--- config.mk ---
export PLATFORM = sky130hd
export DESIGN_NAME = crc32_rx_check
export DESIGN_NICKNAME = d
export VERILOG_FILES = /design/src/rtl/crc32_rx_check.sv
export SDC_FILE = /design/constraint.sdc
export NUM_CORES = 1
export LEC_CHECK = 0
export CAP_MARGIN = 20
export CORE_MARGIN = 2
export CORE_UTILIZATION = 50
export CTS_CLUSTER_SIZE = 40
export DETAILED_ROUTE_END_ITERATION = 12
export GPL_TIMING_DRIVEN = 0
export PLACE_DENSITY = 0.73
export SYNTH_ARGS = -nofsm -noshare
export SYNTH_HDL_FRONTEND = slang
export SYNTH_SLANG_ARGS = --single-unit
--- constraint.sdc ---
create_clock -name CLK -period 5.5 [get_ports CLK]
set_clock_uncertainty 0.2 [all_clocks]
set_input_delay 0.825 -clock CLK [delete_from_list [all_inputs] [get_ports CLK]]
set_output_delay 0.825 -clock CLK [all_outputs]
set_load 0.05 [all_outputs]
--- src/rtl/crc32_rx_check.sv ---
// crc32_rx_check
//   Receive-side CRC-32 checker for a 48-bit word stream. Payload beats are
//   folded into a CRC-32 (poly 0x04C11DB7, MSB-first, no reflection, no final
//   XOR). The trailer beat (EOP) carries the received CRC in [31:0]. One
//   result record is produced per packet and held until accepted. Payload is
//   only observed, never stored or forwarded.
//
// Ports
//   CLK, RST          clock (rising edge), synchronous active-high reset
//   IN_VALID/IN_READY input handshake; a beat transfers when both are high
//   IN_DATA[47:0]     payload word; on the EOP beat [31:0] is the received CRC
//   IN_SOP, IN_EOP    first beat / trailer beat (both high = zero payload)
//   OUT_VALID/OUT_READY result handshake; record held until accepted
//   OUT_CRC_OK        CRCs match and no protocol error was flagged
//   OUT_CRC_CALC      CRC computed over the payload
//   OUT_CRC_RX        CRC carried by the trailer
//   OUT_WORDS         payload beats, saturating at MAX_WORDS+1
//   OUT_ERR_LEN       payload exceeded MAX_WORDS
//   OUT_ERR_SOP       SOP seen inside an open packet; packet was restarted
module crc32_rx_check #(
    parameter logic [31:0] CRC_INIT  = 32'hFFFFFFFF,
    parameter int unsigned MAX_WORDS = 1024
) (
    input  logic        CLK,
    input  logic        RST,
    input  logic        IN_VALID,
    output logic        IN_READY,
    input  logic [47:0] IN_DATA,
    input  logic        IN_SOP,
    input  logic        IN_EOP,
    output logic        OUT_VALID,
    input  logic        OUT_READY,
    output logic        OUT_CRC_OK,
    output logic [31:0] OUT_CRC_CALC,
    output logic [31:0] OUT_CRC_RX,
    output logic [15:0] OUT_WORDS,
    output logic        OUT_ERR_LEN,
    output logic        OUT_ERR_SOP
);

    localparam logic [31:0] POLY  = 32'h04C11DB7;
    localparam logic [15:0] MAX_W = 16'(MAX_WORDS);
    // MAX_WORDS = 65535 cannot saturate one above itself in 16 bits.
    localparam logic [15:0] SAT_W = (MAX_WORDS >= 65535) ? 16'hFFFF : 16'(MAX_WORDS + 1);

    typedef enum logic [1:0] {
        IDLE,
        BODY,
        RESULT
    } state_t;

    state_t      state, state_n;
    logic [31:0] crc, crc_n;
    logic [15:0] count, count_n;
    logic        err_len, err_len_n;
    logic        err_sop, err_sop_n;
    logic        ready_q;
    logic        accept;

    logic [31:0] step_cur, step_init;
    logic        load_res;
    logic [31:0] res_calc_n;
    logic [15:0] res_words_n;
    logic        res_len_n, res_sop_n, res_ok_n;

    logic        r_ok, r_len, r_sop;
    logic [31:0] r_calc, r_rx;
    logic [15:0] r_words;

    // 48 serial LFSR steps, IN_DATA[47] entering first.
    function automatic logic [31:0] crc_step(input logic [31:0] c_in, input logic [47:0] d_in);
        logic [31:0] c;
        logic [47:0] d;
        c = c_in;
        d = d_in;
        for (int unsigned i = 0; i < 48; i++) begin
            if (c[31] ^ d[47]) begin
                c = {c[30:0], 1'b0} ^ POLY;
            end else begin
                c = {c[30:0], 1'b0};
            end
            d = {d[46:0], 1'b0};
        end
        return c;
    endfunction

    assign accept    = IN_VALID & ready_q;
    assign step_cur  = crc_step(crc, IN_DATA);
    assign step_init = crc_step(CRC_INIT, IN_DATA);

    always_comb begin
        state_n     = state;
        crc_n       = crc;
        count_n     = count;
        err_len_n   = err_len;
        err_sop_n   = err_sop;
        load_res    = 1'b0;
        res_calc_n  = crc;
        res_words_n = count;
        res_len_n   = err_len;
        res_sop_n   = err_sop;

        case (state)
            IDLE: begin
                if (accept && IN_SOP) begin
                    if (IN_EOP) begin
                        load_res    = 1'b1;
                        res_calc_n  = CRC_INIT;
                        res_words_n = '0;
                        state_n     = RESULT;
                    end else begin
                        crc_n   = step_init;
                        count_n = 16'd1;
                        state_n = BODY;
                    end
                end
            end
            BODY: begin
                if (accept) begin
                    if (IN_SOP) begin
                        // Restart on a nested SOP; the error stays with the new packet.
                        err_sop_n = 1'b1;
                        if (IN_EOP) begin
                            load_res    = 1'b1;
                            res_calc_n  = CRC_INIT;
                            res_words_n = '0;
                            res_sop_n   = 1'b1;
                            state_n     = RESULT;
                        end else begin
                            crc_n   = step_init;
                            count_n = 16'd1;
                        end
                    end else if (IN_EOP) begin
                        load_res = 1'b1;
                        state_n  = RESULT;
                    end else begin
                        crc_n = step_cur;
                        if (count >= MAX_W) begin
                            count_n   = SAT_W;
                            err_len_n = 1'b1;
                        end else begin
                            count_n = count + 16'd1;
                        end
                    end
                end
            end
            RESULT: begin
                if (OUT_READY) begin
                    state_n   = IDLE;
                    crc_n     = CRC_INIT;
                    count_n   = '0;
                    err_len_n = 1'b0;
                    err_sop_n = 1'b0;
                end
            end
            default: state_n = IDLE;
        endcase

        res_ok_n = (res_calc_n == IN_DATA[31:0]) & ~res_len_n & ~res_sop_n;
    end

    always_ff @(posedge CLK) begin
        if (RST) begin
            state   <= IDLE;
            crc     <= CRC_INIT;
            count   <= '0;
            err_len <= 1'b0;
            err_sop <= 1'b0;
            ready_q <= 1'b0;
            r_ok    <= 1'b0;
            r_len   <= 1'b0;
            r_sop   <= 1'b0;
            r_calc  <= '0;
            r_rx    <= '0;
            r_words <= '0;
        end else begin
            state   <= state_n;
            crc     <= crc_n;
            count   <= count_n;
            err_len <= err_len_n;
            err_sop <= err_sop_n;
            ready_q <= (state_n != RESULT);
            if (load_res) begin
                r_ok    <= res_ok_n;
                r_len   <= res_len_n;
                r_sop   <= res_sop_n;
                r_calc  <= res_calc_n;
                r_rx    <= IN_DATA[31:0];
                r_words <= res_words_n;
            end
        end
    end

    assign IN_READY     = ready_q;
    assign OUT_VALID    = (state == RESULT);
    assign OUT_CRC_OK   = r_ok;
    assign OUT_CRC_CALC = r_calc;
    assign OUT_CRC_RX   = r_rx;
    assign OUT_WORDS    = r_words;
    assign OUT_ERR_LEN  = r_len;
    assign OUT_ERR_SOP  = r_sop;

endmodule

run_1/clocks.png
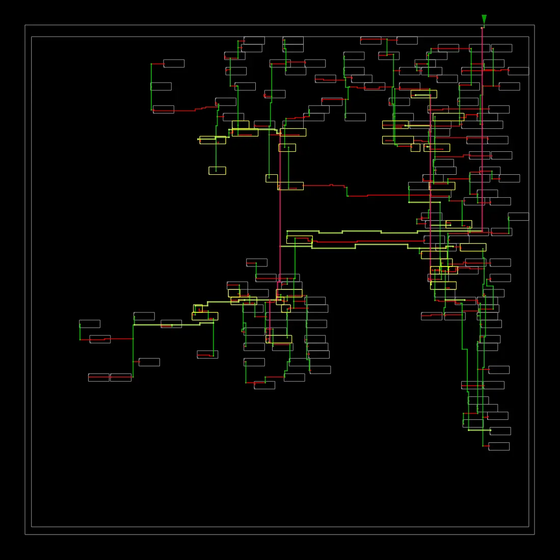
Skew-Pair Late Insertion Delay: 430 ps
# clk buffers: 17
clock buffers created by TritonCTS: 17
clock sink count: 136
Seq Cell Count: 136

run_1/clk_routes.png
Bar = 50 microns.
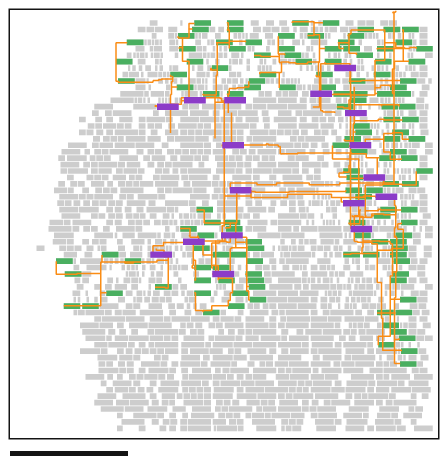
clock wires -> orange  # length 2180 microns
flip-flops -> green  # count 136
clock drivers -> purple  # count 17
routed clock nets = 18

run_1/logic_types.png
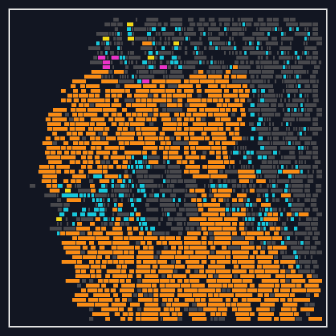
multiplexers -> yellow  # cells 7, most used mux2_2
XOR/XNOR gates -> orange  # cells 748, most used xnor2_1
inverting AOI/OAI gates -> cyan  # cells 214, most used a21oi_1
adder and majority cells -> magenta  # cells 6, most used ha_1
number of non-filler instances in the completed layout: 2171
combinational share of cell area: 69.3%
most frequent standard cell in the layout excluding fill and tap cells: xnor2_1

run_1/flops_by_reg.png
Other sequential cells in the stronger gray, the rest of the logic in the fainter gray.
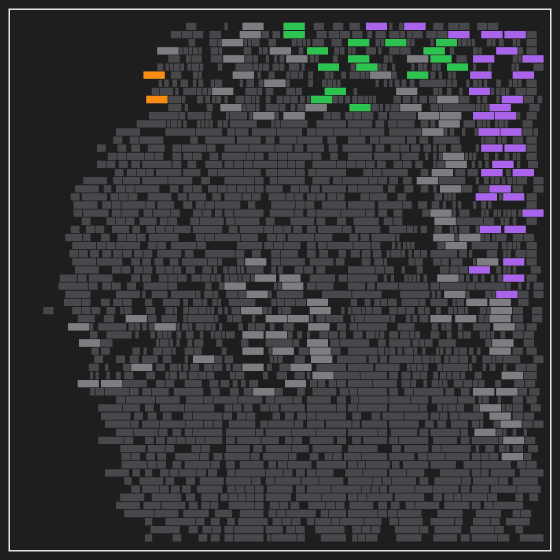
OUT_WORDS -> green  # placed flops 16
state -> orange  # placed flops 2
OUT_CRC_RX -> purple  # placed flops 32
not colored = 86
utilization after layout: 65.6%
fraction of area in registers: 13.5%

==> run 1: cell usage after synthesis (5+ instances only) <==
cell | count | area [sq um]
buf_2 | 11 | 55.1
o21ai_1 | 6 | 30.0
dfxtp_1 | 136 | 2720
xnor3_2 | 13 | 309
o22ai_1 | 34 | 213
nand4_1 | 5 | 31.3
a221o_1 | 9 | 90.1
xor2_1 | 132 | 1160
o221ai_1 | 13 | 114
xor3_1 | 20 | 475
xnor2_1 | 389 | 3410
a31oi_1 | 5 | 31.3
nand3_1 | 22 | 110
a21o_1 | 6 | 45.0
o211ai_1 | 5 | 37.5
nor3_1 | 27 | 135
ha_1 | 6 | 75.1
nor2_1 | 77 | 289
a211oi_1 | 18 | 135
inv_1 | 15 | 56.3
nor2b_1 | 6 | 37.5
nand2_1 | 130 | 488
nor3b_1 | 14 | 105
a22oi_1 | 10 | 75.1
clkbuf_1 | 65 | 244
a21oi_1 | 82 | 410
o21ai_0 | 24 | 120
o21a_1 | 6 | 45.0
xnor3_1 | 142 | 3200
xnor2_2 | 37 | 602
buf_4 | 8 | 60.1
==> run 1: kinds of logic after synthesis <==
kind of cell / synth area share, %
xor+xnor: 60.7
simple gates: 8.34
compound gates: 9.71
flops: 17.4
buf+inv: 2.89
mux: 0.479
fa+ha+maj: 0.479
==> run 1: stage by stage <==
stage / hold WS [ps] / TNS (ps)
2_1_floorplan: 251 / -5.50
3_3_place_gp: 242 / -36810
3_5_place_dp: 248 / -38250
4_1_cts: 258 / -5.88
5_1_grt: 275 / -1160
6_report: 259 / -359
==> run 1: worst max-delay path, stage by stage <==
cell and delay, ps:
clkdlybuf4s50_1 550, xnor2_2 330, xnor3_1 340, xor2_2 270, xor3_2 570, xnor3_2 490
xnor3_2 500, xnor2_4 200, buf_4 150, xor2_2 180, xnor3_1 350, xnor2_1 230
xnor2_1 160, o221ai_1 230, a221o_1 350
==> run 1: per-layer routing <==
layer / wire length (microns) / vias to the layer above
met5: 0 / -
met4: 2830 / 0
met3: 6090 / 187
met2: 24400 / 858
met1: 21500 / 6214
li1: - / 5670
==> run 1: cell type report <==
cell class	instances	area, sq um	share of cell area, %
inverters	15	56.3	0.279
clock inverters	15	203	1.01
multi-input cells	1297	14000	69.3
repair buffers	205	1860	9.24
well taps	396	495	2.46
clock buffers	17	425	2.11
flip-flops and latches	136	2720	13.5
plain buffers	90	430	2.13
==> run 1: flip-flops by register name, indices dropped and copies added (netlist names) <==
| signal | count |
|---|---|
| count | 16 |
| IN_READY | 1 |
| OUT_CRC_OK | 1 |
| crc | 32 |
| OUT_CRC_RX | 32 |
| OUT_ERR_LEN | 1 |
| OUT_ERR_SOP | 1 |
| OUT_CRC_CALC | 32 |
| state | 2 |
| OUT_WORDS | 16 |
| err_len | 1 |
| err_sop | 1 |
==> run 1: what timing repair did <==
| item | 4_1_cts | 5_1_grt |
|---|---|---|
| pin swaps | 35 | 25 |
| endpoints found under the setup margin | 32 | 26 |
| cloned | 0 | 0 |
| setup buffers | 42 | 48 |
| resized | 122 | 92 |
==> ds_physical_params.txt, run 1 <==
Characteristics after synthesis and place and route

Parameter                              Value

Run status
  Status .................. complete, but fails checks
  Failing checks .................. negative setup slack

Worst hold path
  Hold worst-path end .................. OUT_CRC_OK
  Launch instance of the worst min-delay path .................. OUT_CRC_OK
  Type of the tightest min-delay check .................. reg2reg

Setup path
  Path type of the worst setup path .................. in2reg
  End of the worst register-to-register path .................. crc[16]
  Endpoint kind of the worst setup timing path .................. flop
  Number of cell instances on the worst register-to-register path .................. 17

GRT
  Largest net degree at the start of global routing .................. 17
  Global-route wire length before repair .................. 78700 microns
  Tot GR Track Use .................. 32.4%
  Initial antenna violation count .................. 0
  Top Usage Layer GRT .................. met2
  Number of global-route vias before repair .................. 12200

STA
  Share of the clock period used by the worst path .................. 102%
  Final critical-path setup slack .................. -109 ps
  Headroom to the max-slew limit .................. 38.7%
  Final count of negative-setup-slack endpoints .................. 8

Floorplan
  Horiz. Die Dim .................. 181 microns
  Effective utilization at floorplan .................. 50.9%

Synthesis
  YS chip area .................. 0.0157 sq mm
  Cell Type Count .................. 57
  Number of cell instances after yosys synthesis .................. 1538
  Synth async-reset ratio .................. 0%
  Post-synth regs .................. 136

Final layout
  Number of inserted diodes .................. 0
  Final non-filler cell area .................. 0.0202 sq mm
  Share of cells above drive strength 1 .................. 21.1%

Detailed routing
  Count of routing violations after the opening detailed-route iteration .................. 1606
  Via total after detailed routing .................. 12900
  Routed Wire Length .................. 54800 microns
  Number of remaining DRC errors .................. 0

Clocking
  H-tree depth reported by CTS .................. 4
  Cts-stage hold buffer count .................. 0

Placed design
  Detailed-placement wirelength estimate .................. 41100 microns
==> run 2: changes to the inputs <==
- CORE_UTILIZATION: 50 -> 54
- PLACE_DENSITY: 0.73 -> 0.78
==> run 2 against run 1 <==
  * The run still ends with negative setup slack left
  * Setup slack improved by 29 ps
  * Flip-flop count unchanged
  * Wire length grew 7.0%
  * Core utilization increased by 5.5 points
  * Critical path depth did not move
  * Critical path type unchanged
==> ds_physical_params.txt, run 2 <==
Characteristics after synthesis and place and route

Parameter                              Value

Clocking
  H-tree depth reported by CTS .................. 4
  Clock buffers created by TritonCTS .................. 17
  Clock sink count .................. 136
  Cts-stage hold buffer count .................. 0
  Skew-Pair Late Insertion Delay .................. 430 ps

Synthesis
  Portion of synthesized cell area occupied by the leading cell type .................. 21.8%
  YS chip area .................. 0.0157 sq mm
  Post-synth regs .................. 136
  Synth async-reset ratio .................. 0%
  Number of cell instances after yosys synthesis .................. 1538
  Top post-synthesis cells by count .................. xnor2_1, xnor3_1, dfxtp_1
  Most common cell in the synthesized netlist .................. xnor2_1

Detailed routing
  Number of remaining DRC errors .................. 0
  Count of routing violations after the opening detailed-route iteration .................. 1928
  Routed Wire Length .................. 58700 microns
  Via total after detailed routing .................. 13500

Setup path
  Cell family with most CP delay .................. XOR/XNOR gates
  Path type of the worst setup path .................. in2reg
  Highest cell delay on the worst timing path .................. 540 ps
  Cells traversed along the worst timing path .................. clkbuf_2 > xor2_1 > xnor2_2 > xnor3_2 > buf_4 > xnor2_4 > xor2_4 > xnor3_2 > xor2_4 > xnor3_2 > xnor3_1 > xnor3_1 > o221ai_2 > o21ai_1 > nand2_1
  Buffers & Inverters on Critical Path .................. 2
  Cell with the most instances on the worst path .................. xnor3_2

Final layout
  Utilization after layout .................. 71.1%
  Number of non-filler instances in the completed layout .................. 2181
  Share of cells above drive strength 1 .................. 22.8%

STA
  Headroom to the max-slew limit .................. 41.3%
  Worst Hold Slack .................. 253 ps
  Final critical-path setup slack .................. -80.6 ps
  Final count of negative-setup-slack endpoints .................. 7

Placed design
  Detailed-placement wirelength estimate .................. 41000 microns

Worst hold path
  Type of the tightest min-delay check .................. reg2reg

Run status
  Status .................. complete, but fails checks
  Failing checks .................. negative setup slack

GRT
  Top Usage Layer GRT .................. met2
  Tot GR Track Use .................. 36.0%
  Global-route wire length before repair .................. 81300 microns
  Largest net degree at the start of global routing .................. 17
  Number of global-route vias before repair .................. 12800

Floorplan
  Effective utilization at floorplan .................. 54.7%
==> run 2: routing by layer <==
| layer | part of all wire, % | wire, microns |
|---|---|---|
| met5 | 0 | 0 |
| met4 | 5.4 | 3150 |
| met3 | 12 | 7080 |
| met2 | 45 | 26200 |
| met1 | 38 | 22200 |
==> run 2: path summary, 6_finish.rpt <==
path / from / end / slack, ps / cells after the start
worst max-delay path: IN_DATA[28] / crc[26] / -80 / 15
worst min-delay path: OUT_CRC_RX[26] / OUT_CRC_RX[26] / 250 / 2
worst max register to register: crc[30] / crc[13] / 40 / 17
worst min register to register: OUT_CRC_RX[26] / OUT_CRC_RX[26] / 250 / 2
==> run 2: layout make-up <==
| class | instances | area, sq um |
|---|---|---|
| multi-input combinational | 1297 | 14000 |
| fill | 1869 | 8260 |
| sequential | 136 | 2720 |
| timing repair buffer | 227 | 2070 |
| tap | 384 | 480 |
| buffer | 90 | 429 |
| clock buffer | 17 | 425 |
| clock inverter | 15 | 134 |
| inverter | 15 | 56.3 |
==> run 2: cell families after synthesis <==
| group | Yosys count | share of synthesized area, % |
|---|---|---|
| buffers and inverters | 105 | 2.89 |
| adders and majority gates | 6 | 0.479 |
| AOI/OAI and AO/OA | 238 | 9.71 |
| DFF | 136 | 17.4 |
| and+or+nand+nor | 298 | 8.34 |
| xor gates and xnor gates | 748 | 60.7 |
| muxes | 7 | 0.479 |
==> run 2: through the flow <==
stage | instance area (sq um) | setup slack, ps | TNS [ps]
6_report | 20400 | -80.6 | -282
5_1_grt | 20400 | -208 | -1340
4_1_cts | 19400 | -26.3 | -37.3
3_5_place_dp | 17500 | -1590 | -39740
3_3_place_gp | 17500 | -1540 | -37250
2_1_floorplan | 15800 | -5.50 | -5.50
==> run 2: repair_timing <==
| action | CTS | global route |
|---|---|---|
| pin swaps | 40 | 49 |
| hold endpoints to repair | 0 | 0 |
| resized | 148 | 82 |
| buffers inserted | 56 | 56 |
| cloned | 0 | 0 |
| setup endpoints to repair | 32 | 27 |
==> run 2: worst register-to-register path, stage by stage (launching register included) <==
cell,delay (ps)
dfxtp_1,330
buf_4,230
xor3_2,550
xnor3_2,510
xor2_2,270
xnor3_2,550
xnor2_4,210
buf_4,190
xor2_2,270
xor3_1,290
buf_4,210
xnor3_2,470
buf_4,180
xnor3_2,260
xnor2_2,190
o221ai_2,170
o21ai_1,200
nand2_1,70
run_2/clocks.png
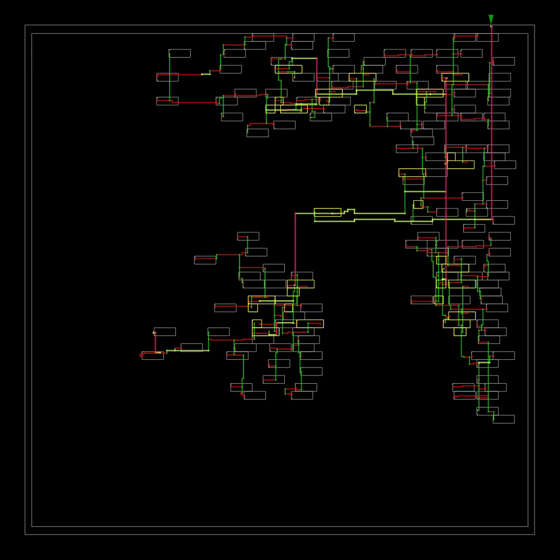

